**config.mk**
```make
export PLATFORM = sky130hd
export DESIGN_NAME = gray_counter_flat
export DESIGN_NICKNAME = d
export VERILOG_FILES = /design/src/rtl/gray_counter_if.sv /design/src/rtl/gray_counter.sv /design/src/flat_wrapper.sv
export SDC_FILE = /design/constraint.sdc
export NUM_CORES = 1
export LEC_CHECK = 0
export CAP_MARGIN = 15
export CELL_PAD_IN_SITES_DETAIL_PLACEMENT = 1
export CELL_PAD_IN_SITES_GLOBAL_PLACEMENT = 1
export CORE_AREA = 4 4 41 43
export CTS_BUF_LIST = sky130_fd_sc_hd__clkbuf_16
export CTS_CLUSTER_DIAMETER = 40
export CTS_CLUSTER_SIZE = 30
export DETAILED_ROUTE_END_ITERATION = 10
export DIE_AREA = 0 0 45 47
export GPL_TIMING_DRIVEN = 0
export PLACE_DENSITY_LB_ADDON = 0.1
export SLEW_MARGIN = 20
export SYNTH_ARGS = -nofsm -noshare
export SYNTH_HDL_FRONTEND = slang
export SYNTH_SLANG_ARGS = --single-unit
```
**constraint.sdc**
```tcl
create_clock -name clk -period 4.6 [get_ports clk]
set_clock_uncertainty 0.1 [all_clocks]
set_input_delay 0.92 -clock clk [delete_from_list [all_inputs] [get_ports clk]]
set_output_delay 0.92 -clock clk [all_outputs]
set_load 0.02 [all_outputs]
```
**src/rtl/gray_counter_if.sv**
```systemverilog
// Counter control/status bundle: count enable, direction, optional load, outputs.
// Combinational wiring only; no latency of its own.
// No backpressure; the counter accepts a control value every cycle.
// Optional load signals exist only when GRAY_CNT_LOAD_EN is defined.
interface gray_counter_if #(
  parameter int WIDTH = 4
);
  logic             en;
  logic             up;
`ifdef GRAY_CNT_LOAD_EN
  logic             ld;
  logic [WIDTH-1:0] ld_val;
`endif
  logic [WIDTH-1:0] bin;
  logic [WIDTH-1:0] gray;
  logic             wrap;

  modport master (
    output en, up,
`ifdef GRAY_CNT_LOAD_EN
    output ld, ld_val,
`endif
    input  bin, gray, wrap
  );

  modport slave (
    input  en, up,
`ifdef GRAY_CNT_LOAD_EN
    input  ld, ld_val,
`endif
    output bin, gray, wrap
  );
endinterface

```
**src/rtl/gray_counter.sv**
```systemverilog
// Registered binary/Gray up-down counter with a one-cycle wrap pulse.
// Latency: controls sampled at edge N are visible on bin/gray/wrap after edge N.
// No backpressure; one step per cycle while en is high.
// Optional synchronous load is compiled in by defining GRAY_CNT_LOAD_EN.
module gray_counter #(
  parameter int WIDTH = 4
) (
  input  logic           clk,
  input  logic           rst_n,
  gray_counter_if.slave  bus
);
  localparam logic [WIDTH-1:0] ONE     = {{(WIDTH-1){1'b0}}, 1'b1};
  localparam logic [WIDTH-1:0] ALL_ONE = {WIDTH{1'b1}};

  logic [WIDTH-1:0] bin_q, bin_d;
  logic [WIDTH-1:0] gray_q, gray_d;
  logic             wrap_q, wrap_d;

  // Next binary count: load beats counting, counting beats hold; gray derived from bin_d
  // so both registers update on the same edge and gray never lags bin.
  always_comb begin
    bin_d  = bin_q;
    wrap_d = 1'b0;
`ifdef GRAY_CNT_LOAD_EN
    if (bus.ld) begin
      bin_d  = bus.ld_val;
    end else
`endif
    if (bus.en) begin
      if (bus.up) begin
        bin_d  = bin_q + ONE;
        wrap_d = (bin_q == ALL_ONE);
      end else begin
        bin_d  = bin_q - ONE;
        wrap_d = (bin_q == '0);
      end
    end
    gray_d = bin_d ^ (bin_d >> 1);
  end

  // State registers; reset clears everything immediately without a clock edge.
  always_ff @(posedge clk or negedge rst_n) begin
    if (!rst_n) begin
      bin_q  <= '0;
      gray_q <= '0;
      wrap_q <= 1'b0;
    end else begin
      bin_q  <= bin_d;
      gray_q <= gray_d;
      wrap_q <= wrap_d;
    end
  end

  assign bus.bin  = bin_q;
  assign bus.gray = gray_q;
  assign bus.wrap = wrap_q;
endmodule
```
**src/flat_wrapper.sv**
```systemverilog
// flat-port wrapper written by rule: the top's interface ports become plain ports
module gray_counter_flat 
#(
  parameter int WIDTH = 4
)
  (clk, rst_n, bus_en, bus_up, bus_bin, bus_gray, bus_wrap);
  gray_counter_if #(.WIDTH(WIDTH)) bus_i ();
  input  logic clk;
  input  logic rst_n;
  input wire logic [$bits(bus_i.en)-1:0] bus_en;
  input wire logic [$bits(bus_i.up)-1:0] bus_up;
  output wire logic [$bits(bus_i.bin)-1:0] bus_bin;
  output wire logic [$bits(bus_i.gray)-1:0] bus_gray;
  output wire logic [$bits(bus_i.wrap)-1:0] bus_wrap;
  assign bus_i.en = bus_en;
  assign bus_i.up = bus_up;
  assign bus_bin = bus_i.bin;
  assign bus_gray = bus_i.gray;
  assign bus_wrap = bus_i.wrap;
  gray_counter #(.WIDTH(WIDTH)) u_core (.clk(clk), .rst_n(rst_n), .bus(bus_i));
endmodule
```
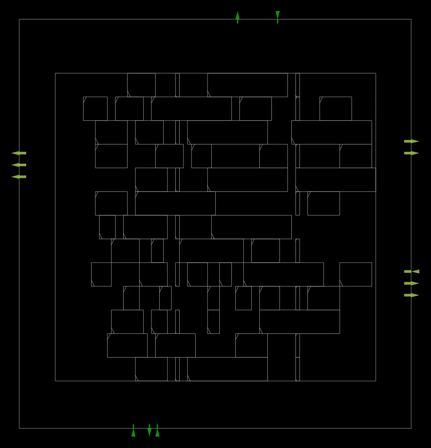
(placement view)
flip-flop and latch share of the layout cell area: 32.1%
total number of sequential cells: 8
final cell count without fillers: 65

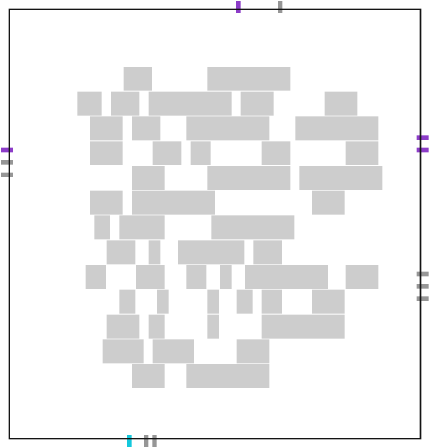
(ports around the boundary)
Pins as bars across the die edge, other pins in grey.
| colour | port | pins | direction | edge |
|---|---|---|---|---|
| cyan | bus_en | 1 | input | bottom |
| purple | bus_gray | 4 | output | 2 right, 1 top, 1 left |
all pins by edge: 5 right, 3 bottom, 3 left, 2 top

==> results_slide.txt <==
Synthesis and Place & Route Summary

Outcome
  • Outcome: complete, no violations

Timing
  • Total Negative Setup Slacks: 0 ns
  • Worst slew slack as a fraction of its limit: about three quarters
  • Clock period minus final worst setup slack: 2.57 ns
  • Final WS setup: roughly 2.0 ns
  • Min Hold Slack: between 0.5 and 0.6 ns
  • Highest achievable clock rate: 389 MHz
  • Final tally of hold violations: 0
  • Number of setup violations in the final report: 0
  • Measured slew at the worst slew-check pin: slightly below 0.4 ns
  • Max-slew violation total from the final report: 0
  • Post-layout period usage: a little under three fifths
  • Unrepaired setup endpoints after global routing: no

Power and ir drop
  • Peak ir drop on the vdd network: about 0.00041 V
  • Combinational cell power: 0.284 mW
  • Leakage dissipation: 0.273 nW
  • Net Switching: between 0.2 and 0.25 mW
  • Combinational share of power: 49.6%
  • Top contributor to total power: combinational logic
  • Power Sequential: ~0.14 mW
  • Switching part of the total: 37.0%
  • Total power divided by cell area: around 920 nW/um2
  • Internal Dissipation: approximately 0.36 mW
  • Overall power after layout: about 0.57 mW
  • Sequential fraction of design power: 25.0%
  • Power attributed to the clock group: around 0.15 mW
  • Part of the power in the clock network: between 20% and 30%

Layout
  • Antenna diodes: 0
  • Combinational fraction of the cell area: a little under a third
  • Share of post-route cells with drive strength above 1: roughly 14%
  • Most frequent cells in the layout: clkdlybuf4s50_1 (12), dfrtp_1 (8), xnor2_1 (5)
  • Repair and plain buffers: 13
  • Non-clock inverters: 4
  • Number of combinational gates with multiple inputs: 22
  • Final design area excluding fillers: about 620 um2
  • Top cell category: sequential cells
  • Clock tree cell share of total cell area: between 10% and 20%
  • Comb gate area: 188 um2
  • Largest register FFs: 4
  • Final-layout non-clock buffer area share: around 20%
  • Sequential Area: roughly 200 um2
  • Post-Route Utilization: a little under half
  • Number of clock buffers in the layout: 3
  • Relative area change from synthesis to final layout: 52.1%
  • Number of filler instances in the final layout: 148
  • Most common library cell in the layout ignoring fill and taps: clkdlybuf4s50_1
  • # nets final: between 50 and 60

Synth
  • Yosys cell count: 35
  • Cell type with the largest total area after synthesis: dfrtp_1
  • Synthesized netlist net count: 42
  • Per-instance average area after synthesis: roughly 12 um2
  • Synth unique cells: 19
  • Syn. warnings: 0
  • Share of the yosys chip area belonging to registers: 48.8%
  • Share of the synthesized area in the top cell type: about half
  • Yosys stat area: between 400 and 500 um2
  • Synthesized flop and latch total: 8
  • Most area-consuming cells after synthesis: dfrtp_1 (49%), xnor2_1 (11%), ha_1 (6.1%), fa_1 (4.9%), xor2_1 (4.3%)
  • Post-Syn Instances: 35
  • Post-synthesis instance area: 410 um2

Global routing
  • Wire length of the first global-routing pass: ~1700 um
  • Maximum number of pins on one net before global-route repair: 9
  • Met1 demand-to-capacity share in global routing: ~14%
  • Met2 layer usage reported by global route: 19.5%
  • Global-route congestion overflow total: 0
  • GRT Max-Usage Layer: met2
  • GRT Resource Usage Total: between 10% and 20%
  • Global routing usage on met3: around 4.2%
  • Number of antenna violations at the first check in global routing: 0
  • Number of global-route vias before repair: approximately 350

Drt
  • Total detailed-routing wirelength: roughly 960 um
  • Met1 Routed Length: about 380 um
  • Antenna Nets Post-Route: 0
  • Via/cell ratio: 4.74
  • DRC viols: 0
  • Uppermost metal layer occupied by signal nets: met3
  • Number of DRC markers in iteration 0: 1
  • Drt pass-1 iters: 4
  • Amount of wire on met3 after detailed routing: 51 um
  • Routed len/inst: roughly 15 um
  • Routed wire length on met2: ~530 um
  • Via Count: around 310

Setup path
  • FF-to-FF Start: u_core.bus.bin[0]
  • RR Endpoint: u_core.bus.gray[2]
  • Critical path capture point: u_core.bus.gray[2]
  • Critical-path cell with the highest stage delay: clkdlybuf4s50_1
  • Delay of the slowest cell on the worst path: approximately 0.55 ns
  • Critical path startpoint: bus_up
  • Setup slack of the worst register-to-register path: 2.72 ns
  • Crit. End Element: flop
  • Crit start category: input pin
  • Type of the worst setup path: in2reg
  • Arr. time, crit path: about 2.6 ns
  • Cells on worst reg2reg path: 6
  • Data required time of the worst path: 4.65 ns
  • Critical Path Fanout Max: 4
  • Crit path cell chain: clkdlybuf4s50_1 > inv_1 > ha_1 > xnor2_1 > mux2i_2 > xnor2_1 > xnor2_1
  • Most numerous cell on the critical path: xnor2_1

Worst hold path
  • Hold_sp: u_core.bus.bin[3]
  • Hold path endpoint: u_core.bus.bin[3]
  • WHS Path Cells: 1
  • Type of the tightest min-delay check: reg2reg

Floorplanning
  • Total die size: approximately 2100 um2
  • Width of the die: around 45 um
  • Number of tapcells: 15
  • Placement row count: 13
  • Initial cell density of the core: 31.5%
  • Die Span Y: around 47 um
  • CORE AREA: 1300 um2
  • Boundary pin count: 13

CTS
  • Buffer depth of the longest clock path: 2
  • CTS tree: yes
  • Number of buffers inserted by hold repair at cts: 0
  • Post-cts repair resize count: 0
  • Clk Tree Root Cell: clkbuf_16
  • Post CTS Setup Buffer Count: 0
  • Clock-pin slew on the worst setup and hold paths: around 0.040 ns
  • Number of buffers created by CTS: 3
  • H-tree Lvls: 1
  • Clk sink count: 8
  • Late-Pin Clk Latency: 0.23 ns

Placed design
  • Detailed-placement wirelength estimate: roughly 730 um
  • Buffers added on ports: 12
  • Final RePlAce weighted congestion: ~0.76
  • Placed cell area: 549 um2
  • Number of cells in the design after placement: a little over 60
  • Dpl ws: approximately 1.8 ns

Run
  • Maxcap violations: 0
  • Tally of OpenROAD warnings: 26
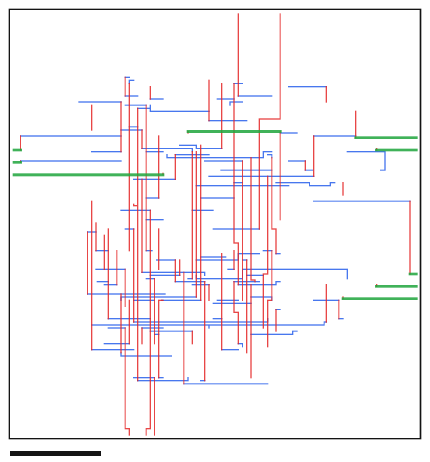
(wiring by layer)
The bar under the picture is 10 um long.
| colour | layer | wire length |
|---|---|---|
| red | metal 2 | 528 um |
| blue | metal 1 | 384 um |
| green | metal 3 | 52.0 um |

-- critical path: cells and delay by family --
family | cells | cell delay [ns]
muxes | 1 | 0.25
xor gates and xnor gates | 3 | 0.45
buffers and inverters | 2 | 0.67
adders and majority gates | 1 | 0.33
-- logic make-up after synthesis --
group,Yosys count,share of synthesized area [%]
buf+inv,5,5.49
flops,8,48.8
simple gates,6,8.23
compound gates,4,5.79
xor+xnor,7,14.9
fa+ha+maj,3,11.0
mux,2,5.79
-- Yosys cell counts --
library cell / number
buf_4: 1
inv_1: 3
dfrtp_1: 8
and3_1: 1
nor4_1: 1
xor2_1: 2
and2_1: 1
nand2_1: 1
inv_2: 1
fa_1: 1
nand3_1: 1
o21ai_2: 1
mux2i_2: 1
ha_1: 2
o21ai_1: 1
a21oi_1: 2
mux2i_1: 1
nand4_1: 1
xnor2_1: 5
Power and IR drop assume default switching activity.
